Figure 1. Routed clock nets over the placement.
Scale bar: 20 µm.
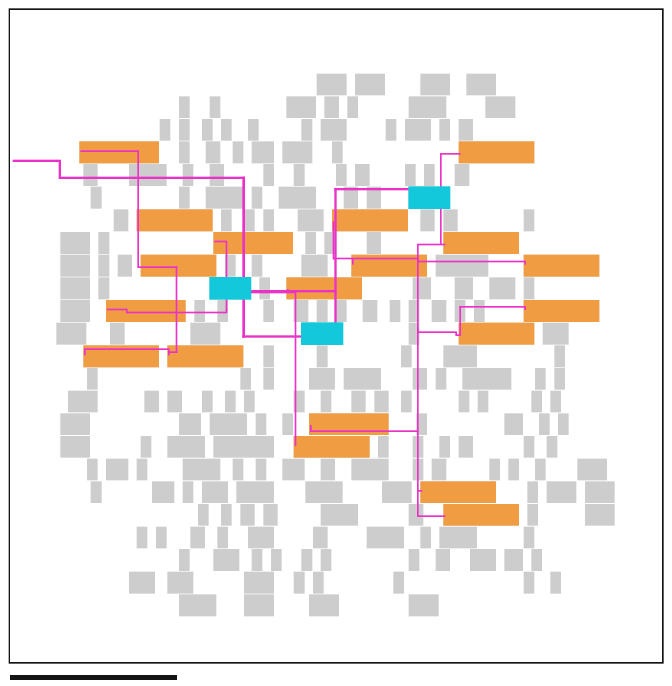
Figure 2. Placed cells, one color a class.
Fill, decap, tap and diode cells in gray.
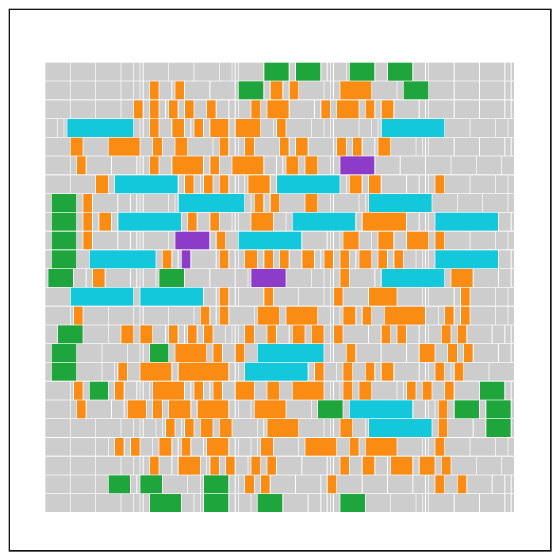
Figure 3. Cell outlines without signal wires.
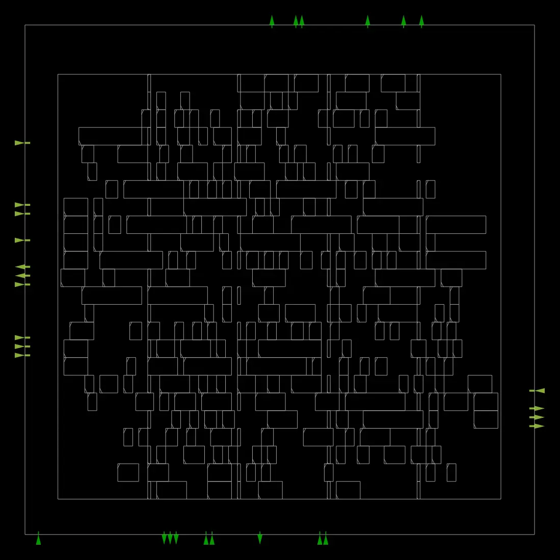
Figure 4. Pin placement.
Pins as bars across the die edge, other pins in gray.
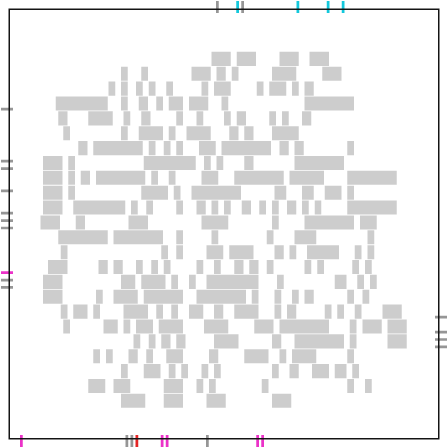
Figure 5. Metal layers overlaid.
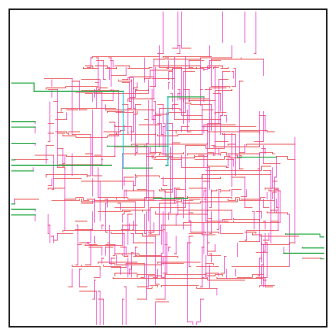
Design oversample_bit_timer, sky130hd; sources not shown.
==> impl_table.tex <==
% Auto-generated results table
\begin{tabular}{lr}
\hline
Metric & Value \\
\hline
\multicolumn{2}{l}{\textbf{Yosys}} \\
\quad Net count after synthesis & around 230 \\
\quad Xor and xnor fraction of the mapped netlist area & 6.66\% \\
\quad Post-synthesis sequential area ratio & 33.1\% \\
\quad Number of register bits inferred by synthesis & 19 \\
\quad Post-synthesis share of cell area spent on and-or and or-and gates & under 10\% \\
\quad Cell count after synthesis & 197 \\
\quad Synth mux share & 0\% \\
\quad Netlist area before placement & between 1000 and 1500 µm² \\
\quad Post-synthesis chip area from yosys & $\sim$1400 µm² \\
\quad Async set-or-reset flop fraction in the synthesized netlist & 100\% \\
\quad Most used flip-flop cell after synthesis & sky130\_fd\_sc\_hd\_\_dfrtp\_1 \\
\quad Adders+Majority by Area & between 10\% and 20\% \\
\multicolumn{2}{l}{\textbf{Worst setup path}} \\
\quad Critical path launch point type & register \\
\quad Worst setup path category & reg -> out \\
\quad Data required time at the worst endpoint & 2.97 ns \\
\quad R2r worst-path depth & 8 \\
\quad Setup slack of the most critical reg-to-reg path & between 1.5 and 2 ns \\
\quad Highest cell delay on the worst timing path & approximately 0.56 ns \\
\quad Cell type of the slowest stage on the worst timing path & sky130\_fd\_sc\_hd\_\_dfstp\_2 \\
\quad Cell type with the highest occurrence count on the critical path & sky130\_fd\_sc\_hd\_\_nor2\_1 \\
\multicolumn{2}{l}{\textbf{Route}} \\
\quad Wire length on met2 & between 1.5 and 2 mm \\
\quad Initial DRC count & 30 \\
\quad Metal1 wirelength & 1.63 mm \\
\quad Met3 WL post-DR & about 160 µm \\
\quad Routed vias/inst & 4.69 \\
\quad Remaining antenna violation count & 0 \\
\quad Routed vias & approximately 1,300 \\
\multicolumn{2}{l}{\textbf{Finish}} \\
\quad Count of clock-net buffers in the final layout & 4 \\
\quad Non-clock buffer count & 29 \\
\quad Signal inverters & 32 \\
\quad Multi-In Gates & approximately 140 \\
\quad FFs \& Latches & 19 \\
\quad Share of cells above drive strength 1 & about 9\% \\
\quad Fraction of cell area in non-clock buffers & between 10\% and 20\% \\
\quad Layout clock area frac & 2.46\% \\
\quad Leading cell category by total area & multi-input combinational cells \\
\quad Count of antenna diodes in the layout & 0 \\
\quad Total area of sequential cells & between 400 and 500 µm² \\
\quad Flip-flop count of the largest register after layout & 6 \\
\quad Share of the final layout cell area in multi-input gates & 45.6\% \\
\multicolumn{2}{l}{\textbf{Min path}} \\
\quad Min-Delay Path Depth & 2 \\
\quad Hold Crit Class & reg -> reg \\
\multicolumn{2}{l}{\textbf{Clock network}} \\
\quad Post CTS Setup Buffer Count & 0 \\
\quad Number of buffers inserted by hold repair at cts & 0 \\
\quad Reg clk slew, reported paths & roughly 0.080 ns \\
\quad Clock tree from TritonCTS & yes \\
\quad Num CTS Buffers & 3 \\
\quad Library cell used as clock root buffer & sky130\_fd\_sc\_hd\_\_clkbuf\_8 \\
\quad Maximum level of the CTS H-tree & 1 \\
\quad Clock sink count & 19 \\
\multicolumn{2}{l}{\textbf{Floorplan}} \\
\quad Die Size & 6130 µm² \\
\quad Top-level I/O count & 29 \\
\quad Init Core Util & $\sim$33\% \\
\multicolumn{2}{l}{\textbf{Global routing}} \\
\quad Global-route wire length before repair & about 6.1 mm \\
\quad Total congestion overflow & 0 \\
\quad Via count of the first global-routing pass & 1,349 \\
\quad Global routing usage on met3 & 3.32\% \\
\quad Aggregate global-route resource usage & about 12\% \\
\quad Pin count of the biggest net entering global routing & 20 \\
\quad Met2 track demand over resource & 20.7\% \\
\multicolumn{2}{l}{\textbf{Power and ir drop}} \\
\quad PnR Total Power & approximately 520 µW \\
\quad Power density over cell area & between 200 and 300 nW/µm² \\
\quad Leakage power summed over all cells & 0.000945 µW \\
\quad Worst VDD drop & 0.168 mV \\
\multicolumn{2}{l}{\textbf{Timing}} \\
\quad Pins Over Slew Limit & 0 \\
\quad Slew @ Worst Pin & about 0.89 ns \\
\quad Final Hold Violating Endpoints & 0 \\
\quad Highest attainable clock frequency & 320 MHz \\
\quad Fin Setup TNS & 0 ns \\
\quad Final Cycle Share & roughly 89\% \\
\multicolumn{2}{l}{\textbf{Placement}} \\
\quad Final RePlAce weighted congestion & 0.765 \\
\quad Detailed-placement wirelength estimate & around 2.8 mm \\
\multicolumn{2}{l}{\textbf{Run status}} \\
\quad Result of the run & completed \\
\multicolumn{2}{l}{\textbf{Flow run}} \\
\quad Maximum Capacitance Violations & 0 \\
\hline
\end{tabular}
Back to the opening pictures, Figure 1:
[cyan] cells driving clock nets | count: 3
[orange] flip-flops | count: 19
[magenta] clock wires | length: 311 µm
routed clock nets: 4
skew final: 0.00519 ns
power share of the clock group: 30.3%
clock latency of the later-clocked register in the worst-skew pair: 0.26 ns
clock group total power: 158 µW

Back to the opening pictures, Figure 2:
[purple] clock drivers and dummy loads | cells: 4
[cyan] flops | cells: 19
[green] other buffers and delay cells | cells: 29
[orange] all other logic | cells: 176
Non-Filler Cell Area, Final: 1830 µm²
post-layout util: 41.2%
Core ar.: 4440 µm²
fraction of area in registers: 26.2%

Back to the opening pictures, Figure 3:
Filler Cells Inserted: 551
non-filler instance count after layout: 280
number of tap instances: 52
standard-cell row count: 24

Back to the opening pictures, Figure 4:
[red] sample_stb | pins: 1 | direction: output | edge: bottom
[magenta] prescale | pins: 6 | direction: input | edge: 5 bottom, 1 left
[cyan] bit_cnt | pins: 4 | direction: output | edge: top
total of buffers placed on input and output ports: 27
die span in y: 78.3 µm
Die Width: 78.3 µm

Back to the opening pictures, Figure 5:
[cyan] met4 | wire length: 36.0 µm
[red] met1 | wire length: 1,630 µm
[magenta] met2 | wire length: 1,570 µm
[green] met3 | wire length: 165 µm
Avg WL per Cell: 12.2 µm
post-detailed-routing wire length: 3.41 mm

[per-stage QoR]
stage	hold WS [ns]	instance area (µm²)	util [%]	setup slack [ns]	instances
after global routing	0.586	1830	41.2	0.178	280
after detailed placement	0.543	1790	40.2	0.331	276
after floorplan	0.229	1450	-	0.815	197
final	0.551	1830	41.2	0.377	280
after CTS	0.556	1830	41.1	0.103	280
after global placement	0.536	1790	40.2	0.398	276
[cells in the final DEF, fill, tap and decap left out]
cell type,n
sky130_fd_sc_hd__o21ai_0,8
sky130_fd_sc_hd__nand3_4,1
sky130_fd_sc_hd__a22oi_1,1
sky130_fd_sc_hd__inv_1,28
sky130_fd_sc_hd__xor2_1,8
sky130_fd_sc_hd__nor3_1,1
sky130_fd_sc_hd__ha_1,14
sky130_fd_sc_hd__a21oi_4,1
sky130_fd_sc_hd__nand3_1,17
sky130_fd_sc_hd__fa_1,1
sky130_fd_sc_hd__clkdlybuf4s50_1,24
sky130_fd_sc_hd__clkbuf_1,1
sky130_fd_sc_hd__dfrtp_1,15
sky130_fd_sc_hd__o211ai_1,1
sky130_fd_sc_hd__clkinv_1,1
sky130_fd_sc_hd__inv_2,3
sky130_fd_sc_hd__nor3_2,1
sky130_fd_sc_hd__dfrtp_2,1
sky130_fd_sc_hd__dlygate4sd2_1,2
sky130_fd_sc_hd__xnor2_1,3
sky130_fd_sc_hd__nand2_2,4
sky130_fd_sc_hd__buf_4,2
sky130_fd_sc_hd__dlymetal6s2s_1,1
sky130_fd_sc_hd__a21oi_1,2
sky130_fd_sc_hd__nor2_4,1
sky130_fd_sc_hd__nor2_1,25
sky130_fd_sc_hd__nand3b_1,1
sky130_fd_sc_hd__dfstp_2,3
sky130_fd_sc_hd__nand2_1,50
sky130_fd_sc_hd__o21ai_1,4
sky130_fd_sc_hd__clkbuf_8,3
[worst max-delay path: cells and delay by family (launching register included)]
kind / cells / cell delay [ns]
adders and majority gates: 2 / 0.74
DFF: 1 / 0.56
buffers and inverters: 3 / 0.47
and+or+nand+nor: 4 / 0.43
xor gates and xnor gates: 1 / 0.13
[cell usage after synthesis (2+ instances only)]
| master | n | share of area, % |
|---|---|---|
| sky130_fd_sc_hd__a21oi_1 | 2 | 0.69 |
| sky130_fd_sc_hd__dfrtp_1 | 16 | 28 |
| sky130_fd_sc_hd__dfstp_2 | 3 | 5.5 |
| sky130_fd_sc_hd__ha_1 | 14 | 12 |
| sky130_fd_sc_hd__inv_1 | 28 | 7.3 |
| sky130_fd_sc_hd__inv_2 | 3 | 0.78 |
| sky130_fd_sc_hd__nand2_1 | 50 | 13 |
| sky130_fd_sc_hd__nand2_2 | 4 | 1.7 |
| sky130_fd_sc_hd__nand3_1 | 17 | 5.9 |
| sky130_fd_sc_hd__nor2_1 | 25 | 6.5 |
| sky130_fd_sc_hd__o21ai_0 | 8 | 2.8 |
| sky130_fd_sc_hd__o21ai_1 | 4 | 1.4 |
| sky130_fd_sc_hd__xnor2_1 | 3 | 1.8 |
| sky130_fd_sc_hd__xor2_1 | 8 | 4.8 |
[power by group]
| group | internal (µW) | switching (µW) |
|---|---|---|
| clock | 81.1 | 76.8 |
| combinational | 52.7 | 70.4 |
| sequential | 232 | 9.26 |
| total | 366 | 156 |
Power is estimated from default activity; no workload was simulated.
